$ cat src/rtl/uart_pkg.sv
// Shared UART definitions for the receive and transmit paths.
package uart_pkg;

  localparam int DATA_BITS = 8;

  typedef enum logic [1:0] {
    BAUD_9600   = 2'd0,
    BAUD_19200  = 2'd1,
    BAUD_57600  = 2'd2,
    BAUD_115200 = 2'd3
  } baudrate_t;

  typedef enum logic [1:0] {
    IDLE  = 2'd0,
    START = 2'd1,
    DATA  = 2'd2,
    STOP  = 2'd3
  } rx_state_t;

  // Clock cycles spanned by one serial bit at the selected rate.
  function automatic int cycles_per_bit(input int clock_frequency, input baudrate_t baudrate);
    case (baudrate)
      BAUD_9600:   return clock_frequency / 9600;
      BAUD_19200:  return clock_frequency / 19200;
      BAUD_57600:  return clock_frequency / 57600;
      default:     return clock_frequency / 115200;
    endcase
  endfunction

endpackage

$ cat src/rtl/uart_receiver_fifo.sv
// First-word fall-through receive FIFO with fill-level flag and overrun pulse.
module uart_receiver_fifo
  import uart_pkg::*;
#(
  parameter int DEPTH = 64
) (
  input  logic       clock,
  input  logic       reset,
  input  logic       push,
  input  logic [7:0] push_data,
  input  logic       read_enable,
  input  logic [5:0] buffer_full_threshold,
  output logic [7:0] data_out,
  output logic       buffer_empty,
  output logic       buffer_full,
  output logic       overrun_error
);

  localparam int AW = $clog2(DEPTH);

  logic [7:0]    mem [DEPTH];
  logic [AW-1:0] wr_ptr;
  logic [AW-1:0] rd_ptr;
  logic [AW:0]   count;
  logic          pop;
  logic          at_capacity;
  logic          do_push;

  // A pop in the same cycle frees a slot, so a push at capacity still lands.
  assign pop          = read_enable && (count != '0);
  assign at_capacity  = (count == (AW+1)'(DEPTH));
  assign do_push      = push && (!at_capacity || pop);
  assign buffer_empty = (count == '0);
  assign buffer_full  = (count >= (AW+1)'(buffer_full_threshold));
  assign data_out     = buffer_empty ? 8'h00 : mem[rd_ptr];

  // Pointer, occupancy and overrun bookkeeping.
  always_ff @(posedge clock) begin
    if (!reset) begin
      wr_ptr        <= '0;
      rd_ptr        <= '0;
      count         <= '0;
      overrun_error <= 1'b0;
    end else begin
      if (do_push) wr_ptr <= wr_ptr + 1'b1;
      if (pop)     rd_ptr <= rd_ptr + 1'b1;
      case ({do_push, pop})
        2'b10:   count <= count + 1'b1;
        2'b01:   count <= count - 1'b1;
        default: count <= count;
      endcase
      overrun_error <= push && at_capacity && !pop;
    end
  end

  // Storage array; left unreset since the pointers define what is valid.
  always_ff @(posedge clock) begin
    if (reset && do_push) mem[wr_ptr] <= push_data;
  end

endmodule

$ cat src/rtl/uart_receiver.sv
// 8N1 UART receiver: input synchronizer, bit-recovery FSM and receive FIFO.
//
//   state | meaning
//   IDLE  | line idle, waiting for a falling edge on rx_sync
//   START | counting half a bit to re-check the start bit mid-bit
//   DATA  | sampling the 8 data bits, LSB first, once per bit time
//   STOP  | sampling the stop bit; high pushes the byte, low flags a frame error
module uart_receiver
  import uart_pkg::*;
#(
  parameter int CLOCK_FREQUENCY = 50_000_000,
  parameter int BUFFER_DEPTH    = 64
) (
  input  logic       clock,
  input  logic       reset,
  input  logic       data_in,
  input  logic [1:0] baudrate_select,
  input  logic [5:0] buffer_full_threshold,
  input  logic       read_enable,
  output logic [7:0] data_out,
  output logic       buffer_empty,
  output logic       buffer_full,
  output logic       frame_error,
  output logic       overrun_error
);

  localparam int CW = $clog2(CLOCK_FREQUENCY / 9600 + 1);

  logic          rx_meta, rx_sync, rx_prev;
  rx_state_t     state, state_next;
  baudrate_t     baud_q, baud_next;
  logic [CW-1:0] cnt, cnt_next;
  logic [2:0]    bit_idx, bit_idx_next;
  logic [7:0]    shift, shift_next;
  logic          push_req, push_req_next;
  logic          frame_err_next;
  logic [CW-1:0] cpb_select, cpb_frame, half_load;

  // Half-bit timing uses the live select because it is latched on that same edge.
  assign cpb_select = CW'(cycles_per_bit(CLOCK_FREQUENCY, baudrate_t'(baudrate_select)));
  assign cpb_frame  = CW'(cycles_per_bit(CLOCK_FREQUENCY, baud_q));
  assign half_load  = (cpb_select >> 1) - CW'(1);

  // Two-flop synchronizer plus one delayed copy for falling-edge detection.
  always_ff @(posedge clock) begin
    if (!reset) begin
      rx_meta <= 1'b1;
      rx_sync <= 1'b1;
      rx_prev <= 1'b1;
    end else begin
      rx_meta <= data_in;
      rx_sync <= rx_meta;
      rx_prev <= rx_sync;
    end
  end

  // FSM state, bit timer, shift register and registered push/error strobes.
  always_ff @(posedge clock) begin
    if (!reset) begin
      state       <= IDLE;
      baud_q      <= BAUD_9600;
      cnt         <= '0;
      bit_idx     <= '0;
      shift       <= '0;
      push_req    <= 1'b0;
      frame_error <= 1'b0;
    end else begin
      state       <= state_next;
      baud_q      <= baud_next;
      cnt         <= cnt_next;
      bit_idx     <= bit_idx_next;
      shift       <= shift_next;
      push_req    <= push_req_next;
      frame_error <= frame_err_next;
    end
  end

  // Next-state logic; the bit timer counts down and acts on terminal count zero.
  always_comb begin
    state_next     = state;
    baud_next      = baud_q;
    cnt_next       = cnt;
    bit_idx_next   = bit_idx;
    shift_next     = shift;
    push_req_next  = 1'b0;
    frame_err_next = 1'b0;
    case (state)
      IDLE: begin
        if (rx_prev && !rx_sync) begin
          state_next = START;
          baud_next  = baudrate_t'(baudrate_select);
          cnt_next   = half_load;
        end
      end
      START: begin
        if (cnt == '0) begin
          if (!rx_sync) begin
            state_next   = DATA;
            bit_idx_next = '0;
            cnt_next     = cpb_frame - CW'(1);
          end else begin
            state_next = IDLE;
          end
        end else begin
          cnt_next = cnt - CW'(1);
        end
      end
      DATA: begin
        if (cnt == '0) begin
          shift_next = {rx_sync, shift[7:1]};
          cnt_next   = cpb_frame - CW'(1);
          if (bit_idx == 3'(DATA_BITS - 1)) state_next = STOP;
          else bit_idx_next = bit_idx + 3'd1;
        end else begin
          cnt_next = cnt - CW'(1);
        end
      end
      STOP: begin
        if (cnt == '0) begin
          state_next = IDLE;
          if (rx_sync) push_req_next  = 1'b1;
          else         frame_err_next = 1'b1;
        end else begin
          cnt_next = cnt - CW'(1);
        end
      end
      default: state_next = IDLE;
    endcase
  end

  uart_receiver_fifo #(.DEPTH(BUFFER_DEPTH)) u_fifo (
    .clock                 (clock),
    .reset                 (reset),
    .push                  (push_req),
    .push_data             (shift),
    .read_enable           (read_enable),
    .buffer_full_threshold (buffer_full_threshold),
    .data_out              (data_out),
    .buffer_empty          (buffer_empty),
    .buffer_full           (buffer_full),
    .overrun_error         (overrun_error)
  );

endmodule

$ cat config.mk
export PLATFORM = sky130hd
export DESIGN_NAME = uart_receiver
export DESIGN_NICKNAME = d
export VERILOG_FILES = /design/src/rtl/uart_pkg.sv /design/src/rtl/uart_receiver_fifo.sv /design/src/rtl/uart_receiver.sv
export SDC_FILE = /design/constraint.sdc
export NUM_CORES = 1
export LEC_CHECK = 0
export ABC_AREA = 1
export CORE_UTILIZATION = 65
export DETAILED_ROUTE_END_ITERATION = 10
export GPL_TIMING_DRIVEN = 1
export HOLD_SLACK_MARGIN = 0.06
export PLACE_DENSITY = 0.82
export SLEW_MARGIN = 20
export SYNTH_ARGS = -nofsm -noshare
export SYNTH_HDL_FRONTEND = slang
export SYNTH_HIERARCHICAL = 1
export SYNTH_SLANG_ARGS = --single-unit
$ cat constraint.sdc
create_clock -name clock -period 4.71 [get_ports clock]
set_clock_uncertainty 0.05 [all_clocks]
set_input_delay 0.942 -clock clock [delete_from_list [all_inputs] [get_ports clock]]
set_output_delay 0.942 -clock clock [all_outputs]
set_load 0.02 [all_outputs]
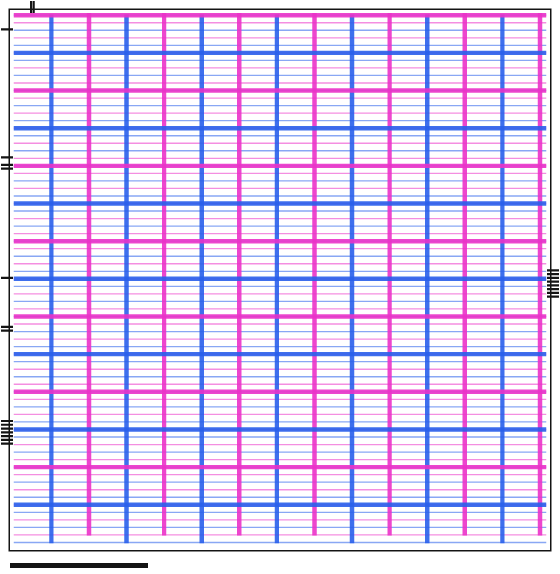
floorplan.png
Scale bar: 50 um. Pins as bars on the die edge.
VSS -> blue
VDD -> magenta
met1 rails = 71
met5 straps = 14
rows = 70
signal pins = 24

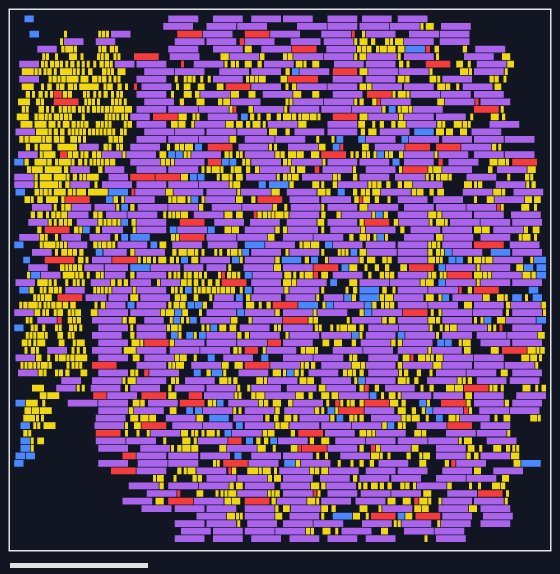
class_map.png
Scale bar: 50 um.
remaining buffers and delay cells -> blue  # cells 130
remaining logic cells -> yellow  # cells 1311
sequential cells -> purple  # cells 571
clock drivers and dummy loads -> red  # cells 102
core footprint: 36600 sq um
post-route cell area: 27300 sq um

==> impl_metrics.ini <==
; yosys + openroad results
[status]
status = completed

[setup_path]
ff2ff_setup_slack_ns = 1.70
crit_end = data_out[5]
required_ns = 3.72
cp-start-kind = register
worst_setup_path_end_kind = output pin
crit_top_cell = nand3_1
worstRegToRegCells = 9
slowest_delay_ns = 0.69
cp_max_fo = 36
r2r-end = u_fifo/mem[23][4]
cp_num_buf_inv = 4
cp_slowest_cell = clkdlybuf4s50_1
critical_path_class = reg2out
r2r-start = u_fifo/count[2]
crit_path_cell_trace = inv_8 > buf_12 > buf_4 > nor2_1 > o221ai_1 > nand3_1 > nand3_1 > nand3_1 > a21oi_1 > clkdlybuf4s50_1
cp.arrival_ns = 3.68
cp_num_cells = 10
worst_path_dominant_cell_family = buffers and inverters

[clock_tree]
cts_setup_buffers = 2
clock_latency_ns = 0.60
htreeDepth = 2
ctsRootBufferMaster = clkbuf_16
cts_num_sinks = 571
cts_resized = 0
cts_buffer_depth = 3
path_clk_slew_ns = 0.06
tritoncts = built
ctsHoldBuffers = 0

[global_routing]
use_met3 = 0.0639
grt_pass1_wl_mm = 92.6
first_global_vias = 16800
grtUsageMet2 = 0.517
track_usage = 0.319
grt_util_met1 = 0.426
antenna_found_initial = 0
overflow = 0
grt-busiest-layer = met2

[power]
pg_comb_mw = 2.96
p_leak_nw = 10.4
p_switching_mw = 3.84
clockPowerShare = 0.336
seq_cell_power_mw = 5.64
swShare = 0.297
internal_power_mw = 9.11
power_density_nw_per_um2 = 475
pg_clk_mw = 4.36
top_power_group = registers
finalPower_mw = 12.9
seqPwrFrac = 0.435
power_frac_comb = 0.228

[timing]
rsz0062_at_grt = true
setup_slack_ns = 0.0395
timing.final.crit_share = 0.992
hold-worst-slack_ns = 0.378
relSlewSlack = 0.378
drv_slew = 0
hold_violations = 0
timing.final.crit_period_ns = 4.67
fmax_mhz = 214
setup-violations-final = 0
tightest_slew_ns = 0.929

[routing]
via_per_inst = 6.61
wl_met3_mm = 6.98
top_layer = met4
dr.pass1.iters = 7
wl_mm = 60.4
wl_met1_mm = 22.2
drtAntennaViolNets = 0
post_drt_wl_per_cell_um = 23.4
vias = 17100

[synth]
edf_count = 512
synth-async-reset-ratio = 0
ys_area_sq_um = 24200
yosysCellCount = 1999
synthCells = 1999
fp_nets = 2040
ys_warn_count = 6
common_cells = edfxtp_1, nor2_1, o21ai_0, nand3_1, o21bai_1
synth_flops = 571
ys_seq_frac = 0.684
yosys.cell_types.count = 45
top_cell_area_share = 0.635
synthTopCellsByArea = edfxtp_1, nor2_1, dfxtp_1, o221ai_1, o21bai_1

[final_layout]
drive_gt1_frac = 0.110
nets = 2109
finalNonFillerCells = 2582
area_growth_pct = 12.6
utilization = 0.745
diodes = 0
fillers = 2242
logic_area_sq_um = 6710

[placement]
dpl_worst_slack_ns = 0.449
numPlacedInstances = 2477
dp_hpwl_mm = 34.8
post_dp_cell_area_sq_um = 25400
io_buffers = 23
gp_congestion = 0.902

[floorplan]
die_w_um = 195
io_pins = 24
die-area_sq_um = 38000
rows = 70
floorplanUtilization = 0.661
die_y_um = 195

[worst_hold_path]
hp-start = rx_meta
holdPathEnd = rx_sync

[job]
maxCapViolCount = 0
## placed cells by master (no fill, tap or decap), types with 7 or more instances in the layout
cell type | synthesis | routed
o21ai_0 | 161 | 161
o211ai_1 | 9 | 9
nand3_1 | 157 | 157
edfxtp_1 | 512 | 512
clkbuf_16 | 0 | 58
o21bai_1 | 129 | 129
a21oi_1 | 50 | 48
clkdlybuf4s50_1 | 0 | 22
o21a_1 | 12 | 12
dfxtp_1 | 59 | 48
clkbuf_8 | 0 | 7
nor2_1 | 358 | 358
clkinv_2 | 0 | 13
clkbuf_1 | 62 | 14
nand4_1 | 17 | 17
nand2_1 | 127 | 127
buf_4 | 12 | 90
clkinv_1 | 2 | 7
dfxtp_2 | 0 | 9
o221ai_1 | 120 | 120
ha_1 | 29 | 29
inv_1 | 88 | 88
buf_12 | 0 | 15
## area by class of cell
type	instances	share of cell area
sequential	571	0.608
timing repair buffer	130	0.0452
multi-input combinational	1216	0.246
clock inverter	23	0.00698
clock buffer	79	0.0587
inverter	95	0.0134
tap	468	0.0215
## sequential cells by signal (all words and copies together) (netlist names), named ones only
signal and cells:
baud_q 2, cnt 13, u_fifo/rd_ptr 6, frame_error 1, rx_meta 1, state 1
u_fifo/mem 512, shift 8, bit_idx 3, rx_sync 1, u_fifo/wr_ptr 6, u_fifo/count 7
push_req 1, u_fifo/overrun_error 1, rx_prev 1
## cell families (layout without fill, tap and decap cells)
group / after synthesis / after routing / synth area share
AOI/OAI and AO/OA: 489 / 489 / 0.136
xor gates and xnor gates: 4 / 4 / 0.00145
adders and majority gates: 29 / 29 / 0.0150
buffers and inverters: 212 / 327 / 0.0392
DFF: 571 / 571 / 0.684
and+or+nand+nor: 694 / 694 / 0.124
